## src/rtl/pulse_ctrl_pkg.sv

```systemverilog
// Shared definitions for the pulse controller result path.
package pulse_ctrl_pkg;

  localparam int unsigned SRC_DDS      = 0;
  localparam int unsigned SRC_SPI      = 1;
  localparam int unsigned SRC_LOOPBACK = 2;
  localparam int unsigned N_RESULT_SRC = 3;
  localparam int unsigned DROP_W       = 16;
  localparam int unsigned RESULT_WIDTH = 32;

  typedef enum logic {
    ARB_IDLE,
    ARB_WRITE
  } arb_state_t;

endpackage

```

## src/rtl/result_arbiter_if.sv

```systemverilog
// Source request/data bus and rFIFO write port shared by the result arbiter.
interface result_arbiter_if
  import pulse_ctrl_pkg::*;
#(
  parameter int unsigned N_SRC        = N_RESULT_SRC,
  parameter int unsigned RESULT_WIDTH = pulse_ctrl_pkg::RESULT_WIDTH
) ();

  logic [N_SRC-1:0]              src_WrReq;
  logic [N_SRC*RESULT_WIDTH-1:0] src_data;
  logic                          rFIFO_full;
  logic [RESULT_WIDTH-1:0]       rFIFO_data;
  logic                          rFIFO_WrReq;

  // Producers and the rFIFO side
  modport master (
    output src_WrReq, src_data, rFIFO_full,
    input  rFIFO_data, rFIFO_WrReq
  );

  // Arbiter side
  modport slave (
    input  src_WrReq, src_data, rFIFO_full,
    output rFIFO_data, rFIFO_WrReq
  );

endinterface

```

## src/rtl/result_slot.sv

```systemverilog
// Per-source capture slot: rising-edge detect, holding register,
// pending flag and sticky overflow with saturating drop counter.
module result_slot
  import pulse_ctrl_pkg::*;
#(
  parameter int unsigned RESULT_WIDTH = pulse_ctrl_pkg::RESULT_WIDTH,
  parameter int unsigned DROP_W       = pulse_ctrl_pkg::DROP_W
) (
  input  logic                    clock,
  input  logic                    resetn,
  input  logic                    init,
  input  logic                    clear_overflow,
  input  logic                    src_req,
  input  logic [RESULT_WIDTH-1:0] src_data,
  input  logic                    grant,
  output logic                    pending,
  output logic [RESULT_WIDTH-1:0] data,
  output logic                    overflow,
  output logic [DROP_W-1:0]       drop_count
);

  logic prev;
  logic rise;
  logic drop;

  assign rise = src_req & ~prev;
  // A grant in the same cycle frees the slot, so the new word replaces it.
  assign drop = rise & pending & ~grant;

  // Request history; tracks the level even during init
  always_ff @(posedge clock or negedge resetn) begin
    if (!resetn) prev <= 1'b0;
    else         prev <= src_req;
  end

  // Holding register and occupancy flag
  always_ff @(posedge clock or negedge resetn) begin
    if (!resetn) begin
      pending <= 1'b0;
      data    <= '0;
    end else if (init) begin
      pending <= 1'b0;
    end else if (rise && !drop) begin
      data    <= src_data;
      pending <= 1'b1;
    end else if (grant) begin
      pending <= 1'b0;
    end
  end

  // Sticky overflow and saturating drop count; a drop beats a clear
  always_ff @(posedge clock or negedge resetn) begin
    if (!resetn) begin
      overflow   <= 1'b0;
      drop_count <= '0;
    end else if (init) begin
      overflow   <= 1'b0;
      drop_count <= '0;
    end else if (drop) begin
      overflow <= 1'b1;
      if (clear_overflow)        drop_count <= DROP_W'(1);
      else if (drop_count != '1) drop_count <= drop_count + 1'b1;
    end else if (clear_overflow) begin
      overflow   <= 1'b0;
      drop_count <= '0;
    end
  end

endmodule

```

## src/rtl/result_arbiter.sv

```systemverilog
// Round-robin arbiter sharing the rFIFO write port between result sources.
module result_arbiter
  import pulse_ctrl_pkg::*;
#(
  parameter int unsigned N_SRC        = N_RESULT_SRC,
  parameter int unsigned RESULT_WIDTH = pulse_ctrl_pkg::RESULT_WIDTH,
  parameter int unsigned DROP_W       = pulse_ctrl_pkg::DROP_W
) (
  input  logic                    clock,
  input  logic                    resetn,
  input  logic                    init,
  input  logic                    clear_overflow,
  result_arbiter_if.slave         bus,
  output logic [N_SRC-1:0]        pending,
  output logic [N_SRC-1:0]        overflow,
  output logic [N_SRC*DROP_W-1:0] drop_count
);

  localparam int unsigned PTR_W = (N_SRC > 1) ? $clog2(N_SRC) : 1;

  arb_state_t              state, state_nxt;
  logic [PTR_W-1:0]        rr_ptr;
  logic [PTR_W-1:0]        grant_idx;
  logic                    grant_found;
  logic [N_SRC-1:0]        grant_vec;
  logic [RESULT_WIDTH-1:0] slot_data [N_SRC];
  int unsigned             idx;

  for (genvar i = 0; i < N_SRC; i++) begin : g_slot
    result_slot #(
      .RESULT_WIDTH(RESULT_WIDTH),
      .DROP_W      (DROP_W)
    ) u_slot (
      .clock         (clock),
      .resetn        (resetn),
      .init          (init),
      .clear_overflow(clear_overflow),
      .src_req       (bus.src_WrReq[i]),
      .src_data      (bus.src_data[i*RESULT_WIDTH +: RESULT_WIDTH]),
      .grant         (grant_vec[i]),
      .pending       (pending[i]),
      .data          (slot_data[i]),
      .overflow      (overflow[i]),
      .drop_count    (drop_count[i*DROP_W +: DROP_W])
    );
  end

  // First pending slot at or after rr_ptr, searching cyclically
  always_comb begin
    grant_found = 1'b0;
    grant_idx   = '0;
    idx         = 0;
    for (int unsigned k = 0; k < N_SRC; k++) begin
      idx = int'(rr_ptr) + k;
      if (idx >= N_SRC) idx = idx - N_SRC;
      if (!grant_found && pending[PTR_W'(idx)]) begin
        grant_found = 1'b1;
        grant_idx   = PTR_W'(idx);
      end
    end
  end

  // FSM state register
  always_ff @(posedge clock or negedge resetn) begin
    if (!resetn) state <= ARB_IDLE;
    else         state <= state_nxt;
  end

  // Next state and grant decode; init forces IDLE and suppresses grants
  always_comb begin
    state_nxt = state;
    grant_vec = '0;
    case (state)
      ARB_IDLE: begin
        if (grant_found && !bus.rFIFO_full) begin
          grant_vec[grant_idx] = 1'b1;
          state_nxt            = ARB_WRITE;
        end
      end
      ARB_WRITE: state_nxt = ARB_IDLE;
      default:   state_nxt = ARB_IDLE;
    endcase
    if (init) begin
      state_nxt = ARB_IDLE;
      grant_vec = '0;
    end
  end

  // Output registers and round-robin pointer
  always_ff @(posedge clock or negedge resetn) begin
    if (!resetn) begin
      bus.rFIFO_WrReq <= 1'b0;
      bus.rFIFO_data  <= '0;
      rr_ptr          <= '0;
    end else if (init) begin
      bus.rFIFO_WrReq <= 1'b0;
      rr_ptr          <= '0;
    end else if (|grant_vec) begin
      bus.rFIFO_WrReq <= 1'b1;
      bus.rFIFO_data  <= slot_data[grant_idx];
      rr_ptr          <= (grant_idx == PTR_W'(N_SRC - 1)) ? '0 : grant_idx + 1'b1;
    end else begin
      bus.rFIFO_WrReq <= 1'b0;
    end
  end

endmodule

```

## src/flat_wrapper.sv

```systemverilog
// flat-port wrapper written by rule: the top's interface ports become plain ports
module result_arbiter_flat import pulse_ctrl_pkg::*;
#(
  parameter int unsigned N_SRC        = N_RESULT_SRC,
  parameter int unsigned RESULT_WIDTH = pulse_ctrl_pkg::RESULT_WIDTH,
  parameter int unsigned DROP_W       = pulse_ctrl_pkg::DROP_W
)
  (clock, resetn, init, clear_overflow, pending, overflow, drop_count, bus_src_WrReq, bus_src_data, bus_rFIFO_full, bus_rFIFO_data, bus_rFIFO_WrReq);
  result_arbiter_if #(.N_SRC(N_SRC), .RESULT_WIDTH(RESULT_WIDTH)) bus_i ();
  input  logic clock;
  input  logic resetn;
  input  logic init;
  input  logic clear_overflow;
  output logic [N_SRC-1:0] pending;
  output logic [N_SRC-1:0] overflow;
  output logic [N_SRC*DROP_W-1:0] drop_count;
  input wire logic [$bits(bus_i.src_WrReq)-1:0] bus_src_WrReq;
  input wire logic [$bits(bus_i.src_data)-1:0] bus_src_data;
  input wire logic [$bits(bus_i.rFIFO_full)-1:0] bus_rFIFO_full;
  output wire logic [$bits(bus_i.rFIFO_data)-1:0] bus_rFIFO_data;
  output wire logic [$bits(bus_i.rFIFO_WrReq)-1:0] bus_rFIFO_WrReq;
  assign bus_i.src_WrReq = bus_src_WrReq;
  assign bus_i.src_data = bus_src_data;
  assign bus_i.rFIFO_full = bus_rFIFO_full;
  assign bus_rFIFO_data = bus_i.rFIFO_data;
  assign bus_rFIFO_WrReq = bus_i.rFIFO_WrReq;
  result_arbiter #(.N_SRC(N_SRC), .RESULT_WIDTH(RESULT_WIDTH), .DROP_W(DROP_W)) u_core (.clock(clock), .resetn(resetn), .init(init), .clear_overflow(clear_overflow), .bus(bus_i), .pending(pending), .overflow(overflow), .drop_count(drop_count));
endmodule
```

## config.mk

```make
export PLATFORM = sky130hd
export DESIGN_NAME = result_arbiter_flat
export DESIGN_NICKNAME = d
export VERILOG_FILES = /design/src/rtl/pulse_ctrl_pkg.sv /design/src/rtl/result_arbiter_if.sv /design/src/rtl/result_slot.sv /design/src/rtl/result_arbiter.sv /design/src/flat_wrapper.sv
export SDC_FILE = /design/constraint.sdc
export NUM_CORES = 1
export LEC_CHECK = 0
export CAP_MARGIN = 5
export CORE_ASPECT_RATIO = 1.2
export CORE_MARGIN = 5
export CORE_UTILIZATION = 47
export CTS_CLUSTER_DIAMETER = 100
export CTS_CLUSTER_SIZE = 20
export DETAILED_ROUTE_END_ITERATION = 7
export PLACE_DENSITY_LB_ADDON = 0.25
export SYNTH_ARGS = -nofsm -noshare
export SYNTH_HDL_FRONTEND = slang
export SYNTH_SLANG_ARGS = --single-unit
```

## constraint.sdc

```tcl
create_clock -name clock -period 2.6 [get_ports clock]
set_input_delay 0.39 -clock clock [delete_from_list [all_inputs] [get_ports clock]]
set_output_delay 0.39 -clock clock [all_outputs]
set_load 0.02 [all_outputs]
```

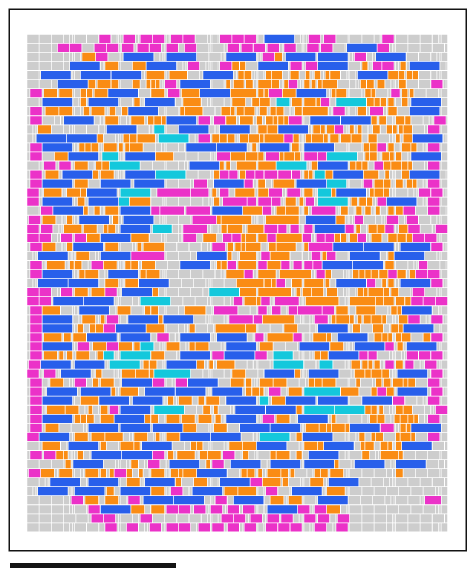
Figure 1: run 1, cell classes on the final placement.
Scale bar: 50 um. Fill, decap, tap and diode cells in grey.
magenta -> remaining buffers and delay cells  # cells 287
orange -> remaining logic cells  # cells 584
blue -> registers  # cells 189
cyan -> clock drivers and dummy loads  # cells 32

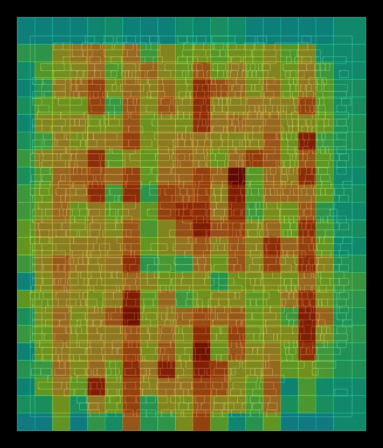
Figure 2: run 1, congestion heat map.
grt met3 use: 4.73%
DR WL/cell: 19.7 um
M1 GR Usage: 29.7%
Layout Utilization: 69.5%
Total Routing Usage GR: 23.9%

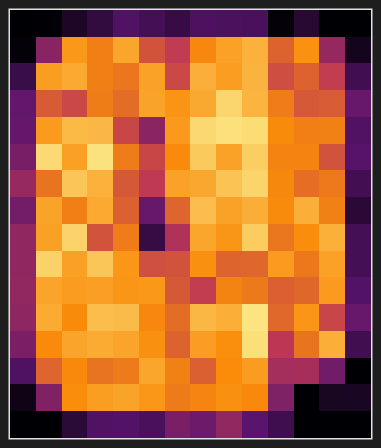
Figure 3: run 1, local utilization.
14 x 16 tiles, from black (low) to pale yellow (high), 0 to 100% covered.
mean over tiles = 58%
nearly empty tiles = 5.8%
tiles over 75% full = 38%
emptiest ninth of the die = lower right
fullest tile = 94%

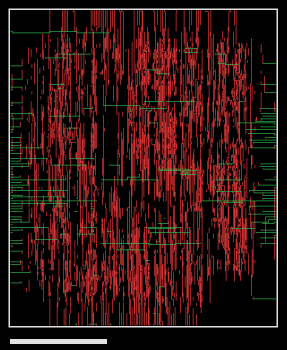
Figure 4: run 1, metal layers overlaid.
Scale bar: 50 um. Two of the layers only.
red -> M2  # wire length 14000 um
green -> M3  # wire length 1390 um

==> summary.txt, run 1 <==
flow finished, numbers: Pwr Total=9.24 mW, Worst Max-Slew Pin Slew=0.721 ns, final setup vio count=98, worst reg2reg path startpoint=u_core.rr_ptr[0]$_DFFE_PN0P_, cells after synthesis=833, CP arrival=3.05 ns, yosys warns=0, Inverters=20, DRC viols=0, drt first pass iters=4, chip height=162 um, Clock Network Area Fraction=4.83%, Clk pwr share=29.9%, Final Wtd Congestion=0.881, HP Class=in2async, clk_lat worst skew=0.44 ns, Final TNS setup=-6.65 ns, status=finished with violations, crit path to=u_core.g_slot[0].u_slot.data[14]$_DFFE_PN0P_, final worst slack=-0.130 ns, crit share post-route=105%, Syn Nets=944, unrepaired setup endpoints after global routing=yes, Routed WL=26500 um, number of enable flip-flop cells=0, CTS tree=done, buffering overhead=21.9%, Buf/Inv on CP=2, first-pass GRT wire length=42100 um, Die W=137 um, Synth Area in Simple Gates=12.8%, TritonCTS buffer count=17, Reg area=4730 um^2, crit path capture type=flop, violated checks=setup timing, routed via count=7693, Main logic family=multiplexers, worst hold slack=0.00675 ns, drt via density=5.71, Cell Type Count=59, Post-Layout Cell Count=1348, Mux area share=16.3%, Leak Pwr=5.46 nW, critical path launch point type=flop
-- run 1: power groups by stage --
stage	Sequential, mW	Combinational (mW)	Clock [mW]
after global routing	3.96	2.77	2.94
after CTS	3.87	2.52	2.82
after floorplan	4.13	1.02	0
final	3.89	2.59	2.77
after global placement	3.90	2.37	0
after detailed placement	3.92	2.42	0
-- run 1: layer usage --
metal,GRT usage [%],routed length (um),vias up
met5,0,0,-
met4,6.94,499,0
met3,4.73,1390,35
met2,41.9,14000,219
met1,29.7,10700,3866
li1,-,-,3573
-- run 1: sequential cells by signal, indices dropped and copies added (netlist names) --
name / flops
u_core.rr_ptr: 2
u_core.g_slot.u_slot.data: 96
u_core.state: 1
u_core.g_slot.u_slot.overflow: 3
u_core.g_slot.u_slot.pending: 3
u_core.g_slot.u_slot.prev: 3
u_core.g_slot.u_slot.drop_count: 48
u_core.bus.rFIFO_data: 32
u_core.bus.rFIFO_WrReq: 1
-- run 1: worst min-delay path by stage --
stage               slack [ns]                                         start                                            endpoint  cells past startpoint
floorplan                 0.09                                        resetn                    u_core.bus.rFIFO_WrReq$_DFF_PN0_                      0
global placement          0.48  u_core.g_slot[0].u_slot.data[19]$_DFFE_PN0P_        u_core.g_slot[0].u_slot.data[19]$_DFFE_PN0P_                      1
detailed placement        0.49  u_core.g_slot[0].u_slot.data[28]$_DFFE_PN0P_        u_core.g_slot[0].u_slot.data[28]$_DFFE_PN0P_                      1
CTS                       0.03                                        resetn   u_core.g_slot[1].u_slot.drop_count[9]$_DFFE_PN0P_                      1
global route              0.06                                        resetn   u_core.g_slot[1].u_slot.drop_count[9]$_DFFE_PN0P_                      1
finish                   0.007                                        resetn  u_core.g_slot[1].u_slot.drop_count[15]$_DFFE_PN0P_                      1
-- run 1: timing repair --
action	4_1_cts	5_1_grt
setup endpoints to repair	170	164
cloned	5	1
hold buffers	0	0
setup buffers	15	7
resized	49	59
pin swaps	23	21
endpoints found under the hold margin	0	0
-- run 1: cells in the mapped netlist (2+ instances only) --
cell,n,area [um^2]
a211oi_1,3,22.5
a21oi_1,35,175
a22o_1,2,17.5
a2bb2oi_1,2,17.5
a31o_2,2,17.5
a31oi_1,39,244
a41o_1,3,30.0
a41oi_1,2,17.5
and2_1,5,31.3
and3_1,11,68.8
and4_1,4,35.0
buf_1,6,22.5
buf_2,13,65.1
buf_4,7,52.6
buf_6,4,45.0
clkbuf_1,33,124
dfrtp_1,189,4730
ha_1,7,87.6
inv_1,19,71.3
mux2_2,130,1460
mux2i_1,2,20.0
nand2_1,30,113
nand2b_1,8,50.1
nand3_1,57,285
nand4_1,14,87.6
nor2_1,60,225
nor2b_1,6,37.5
nor3_1,8,40.0
nor4_1,3,18.8
o211ai_1,5,37.5
o21ai_0,54,270
o21ai_1,3,15.0
o221ai_1,4,35.0
o31a_1,3,26.3
o31ai_1,14,105
o41ai_1,2,17.5
or2_2,2,12.5
or3_1,9,56.3
or4_1,12,90.1
xnor2_1,2,17.5
-- run 1: cell families after synthesis --
group	after synthesis
multiplexers	132
flip-flops	189
AND-OR/OR-AND	189
AND/OR/NAND/NOR	231
buffers and inverters	83
adder cells (fa/ha/maj)	7
XOR/XNOR	2
Figure 5. Sequential cells grouped by signal name (run 1).
Scale bar: 50 um. Other sequential cells in the stronger grey, the rest of the logic in the fainter grey.
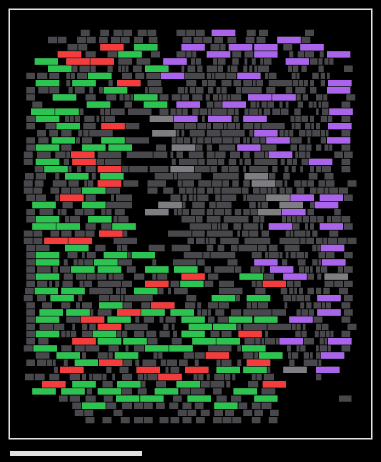

==> run 1 -> run 2 <==
--- a/config.mk
+++ b/config.mk
@@ -8,7 +8,7 @@
 export CAP_MARGIN = 5
 export CORE_ASPECT_RATIO = 1.2
 export CORE_MARGIN = 5
-export CORE_UTILIZATION = 47
+export CORE_UTILIZATION = 30
 export CTS_CLUSTER_DIAMETER = 100
 export CTS_CLUSTER_SIZE = 20
 export DETAILED_ROUTE_END_ITERATION = 7
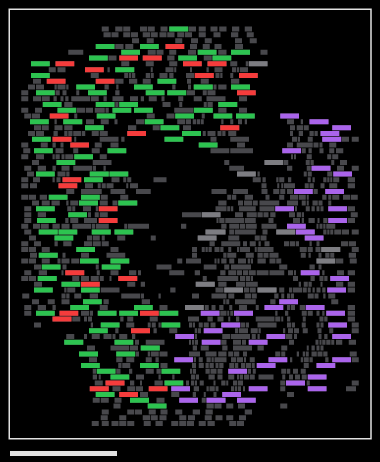
Figure 6: run 2, sequential cells grouped by signal name.
Scale bar: 50 um. Other sequential cells in the stronger grey, the rest of the logic in the fainter grey.
purple -> u_core.g_slot.u_slot.drop_count  # sequential cells 48
red -> u_core.bus.rFIFO_data  # sequential cells 32
green -> u_core.g_slot.u_slot.data  # sequential cells 96

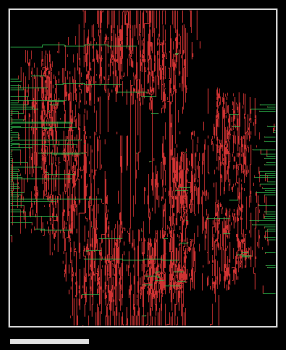
Figure 7: run 2, metal layers overlaid.
Scale bar: 50 um. Two of the layers only.
red -> M2  # wire length 14700 um
green -> M3  # wire length 1550 um

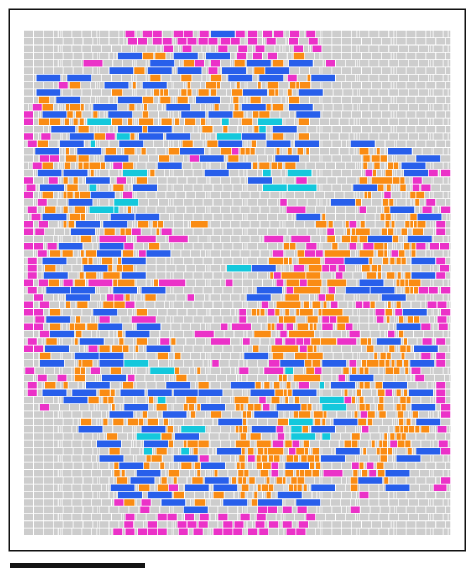
Figure 8: run 2, cell classes on the final placement.
Scale bar: 50 um. Fill, decap, tap and diode cells in grey.
cyan -> clock drivers and dummy loads  # cells 32
magenta -> remaining buffers and delay cells  # cells 291
blue -> registers  # cells 189
orange -> remaining logic cells  # cells 584

==> summary.txt, run 2 <==
flow finished, numbers: Layout Utilization=44.2% (was 69.5%), CTS tree=done (unchanged), Syn Nets=944 (unchanged), drt via density=5.13 (was 5.71), TritonCTS buffer count=17 (unchanged), CP arrival=3.00 ns (was 3.05 ns), Synth top cells by count=189 x dfrtp_1, 130 x mux2_2, 60 x nor2_1 (unchanged), Biggest consumer=sequential cells (unchanged), Most flops, register=u_core.g_slot.u_slot.data (unchanged), HP Class=in2reg (was in2async), Total Routing Usage GR=16.7% (was 23.9%), violated checks=setup timing (unchanged), Die W=169 um (was 137 um), seq pwr=3.88 mW (was 3.89 mW), Clk pwr share=28.7% (was 29.9%), routed via count=7634 (was 7693), worst reg2reg path startpoint=u_core.rr_ptr[1]$_DFFE_PN0P_ (was u_core.rr_ptr[0]$_DFFE_PN0P_), cells after synthesis=833 (unchanged), top-count cell post-synth=dfrtp_1 (unchanged), final setup vio count=97 (was 98), Pwr Total=9.00 mW (was 9.24 mW), Leak Pwr=5.35 nW (was 5.46 nW), chip height=201 um (was 162 um), drt first pass iters=7 (was 4), worst hold start=bus_src_WrReq[0], Worst Hold End=u_core.g_slot[0].u_slot.prev$_DFF_PN0_, number of enable flip-flop cells=0 (unchanged), main area contributors=dfrtp_1 52%, mux2_2 16%, nand3_1 3.1% (unchanged), Largest register FFs=96 (unchanged), largest registers=u_core.g_slot.u_slot.data (96), u_core.g_slot.u_slot.drop_count (48), u_core.bus.rFIFO_data (32) (unchanged), Clock net power=2.58 mW (was 2.77 mW), Synth area leader=dfrtp_1 (unchanged), status=finished with violations (unchanged), clk_lat worst skew=0.43 ns (was 0.44 ns), unrepaired setup endpoints after global routing=yes (unchanged), Worst Max-Slew Pin Slew=0.651 ns (was 0.721 ns), clk buf depth=2 (unchanged), DRC viols=0 (unchanged), DR WL/cell=19.4 um (was 19.7 um), Final Wtd Congestion=0.818 (was 0.881), Hold Path Depth=1, final worst slack=-0.0804 ns (was -0.130 ns), Cell Type Count=59 (unchanged), first-pass GRT wire length=45000 um (was 42100 um), Routed WL=28800 um (was 26500 um), Top cell area share=52.0% (unchanged)
-- run 2: worst max path at each step --
stage | slack, ns | from | to
2_1_floorplan | -0.04 | u_core.rr_ptr[1]$_DFFE_PN0P_ | u_core.g_slot[0].u_slot.data[10]$_DFFE_PN0P_
3_3_place_gp | -0.1 | u_core.rr_ptr[1]$_DFFE_PN0P_ | u_core.g_slot[0].u_slot.data[22]$_DFFE_PN0P_
3_5_place_dp | -0.11 | u_core.rr_ptr[0]$_DFFE_PN0P_ | u_core.g_slot[0].u_slot.data[25]$_DFFE_PN0P_
4_1_cts | -0.05 | u_core.rr_ptr[0]$_DFFE_PN0P_ | u_core.g_slot[0].u_slot.data[13]$_DFFE_PN0P_
5_1_grt | -0.15 | u_core.rr_ptr[0]$_DFFE_PN0P_ | u_core.bus.rFIFO_data[13]$_DFFE_PN0P_
6_report | -0.08 | u_core.rr_ptr[1]$_DFFE_PN0P_ | u_core.g_slot[0].u_slot.data[21]$_DFFE_PN0P_
-- run 2: per-layer routing --
| layer | vias to the layer above | share of wire, % | track usage, % |
|---|---|---|---|
| met4 | 0 | 1.5 | 4.67 |
| met2 | 192 | 51 | 28.3 |
| met1 | 3847 | 42 | 21.4 |
| met5 | - | 0 | 0 |
| li1 | 3571 | - | - |
| met3 | 24 | 5.4 | 3.94 |
-- run 2: area by class of cell --
| type | instances | area (um^2) | area share [%] |
|---|---|---|---|
| multi-input combinational | 564 | 4340 | 33.0 |
| timing repair buffer | 291 | 2960 | 22.5 |
| sequential | 189 | 4730 | 35.9 |
| tap | 390 | 488 | 3.71 |
| antenna | 1 | 2.50 | 0.0190 |
| inverter | 20 | 77.6 | 0.589 |
| clock inverter | 14 | 131 | 0.998 |
| clock buffer | 18 | 439 | 3.33 |
-- run 2: repair_timing --
action | CTS | global route
cloned | 5 | 4
endpoints found under the hold margin | 8 | 0
buffers inserted | 12 | 6
hold buffers | 1 | 0
pin swaps | 9 | 9
resized | 20 | 59
endpoints found under the setup margin | 135 | 145
-- run 2: through the flow --
step	instances	setup WS, ns	setup TNS [ns]	instance area (um^2)	hold WS [ns]
after CTS	1476	-0.0460	-1.52	12800	0.404
after global routing	1487	-0.152	-11.80	13200	0.426
after detailed placement	1426	-0.111	-5.87	12000	0.464
after floorplan	833	-0.0367	-1.84	9210	0.0944
after global placement	1426	-0.0970	-4.67	12000	0.471
final	1487	-0.0804	-3.17	13200	0.427
-- run 2: critical path: stages (launching register included) --
cell	delay, ns
dfrtp_1	0.40
buf_6	0.14
ha_4	0.30
nand3b_1	0.17
a21bo_4	0.25
o31ai_4	0.07
or3_4	0.47
a211o_4	0.45
mux2_4	0.32
-- run 2: cell families (layout without fill, tap and decap cells) --
| family | after synthesis | in the layout | share of synthesized area, % |
|---|---|---|---|
| compound gates | 189 | 192 | 13.4 |
| xor+xnor | 2 | 2 | 0.193 |
| fa+ha+maj | 7 | 7 | 0.963 |
| buf+inv | 83 | 343 | 4.23 |
| flops | 189 | 189 | 52.0 |
| mux | 132 | 132 | 16.3 |
| other cells | 0 | 1 | 0 |
| simple gates | 231 | 231 | 12.8 |
Power figures rest on the tool's default switching activity, not on a simulated workload.
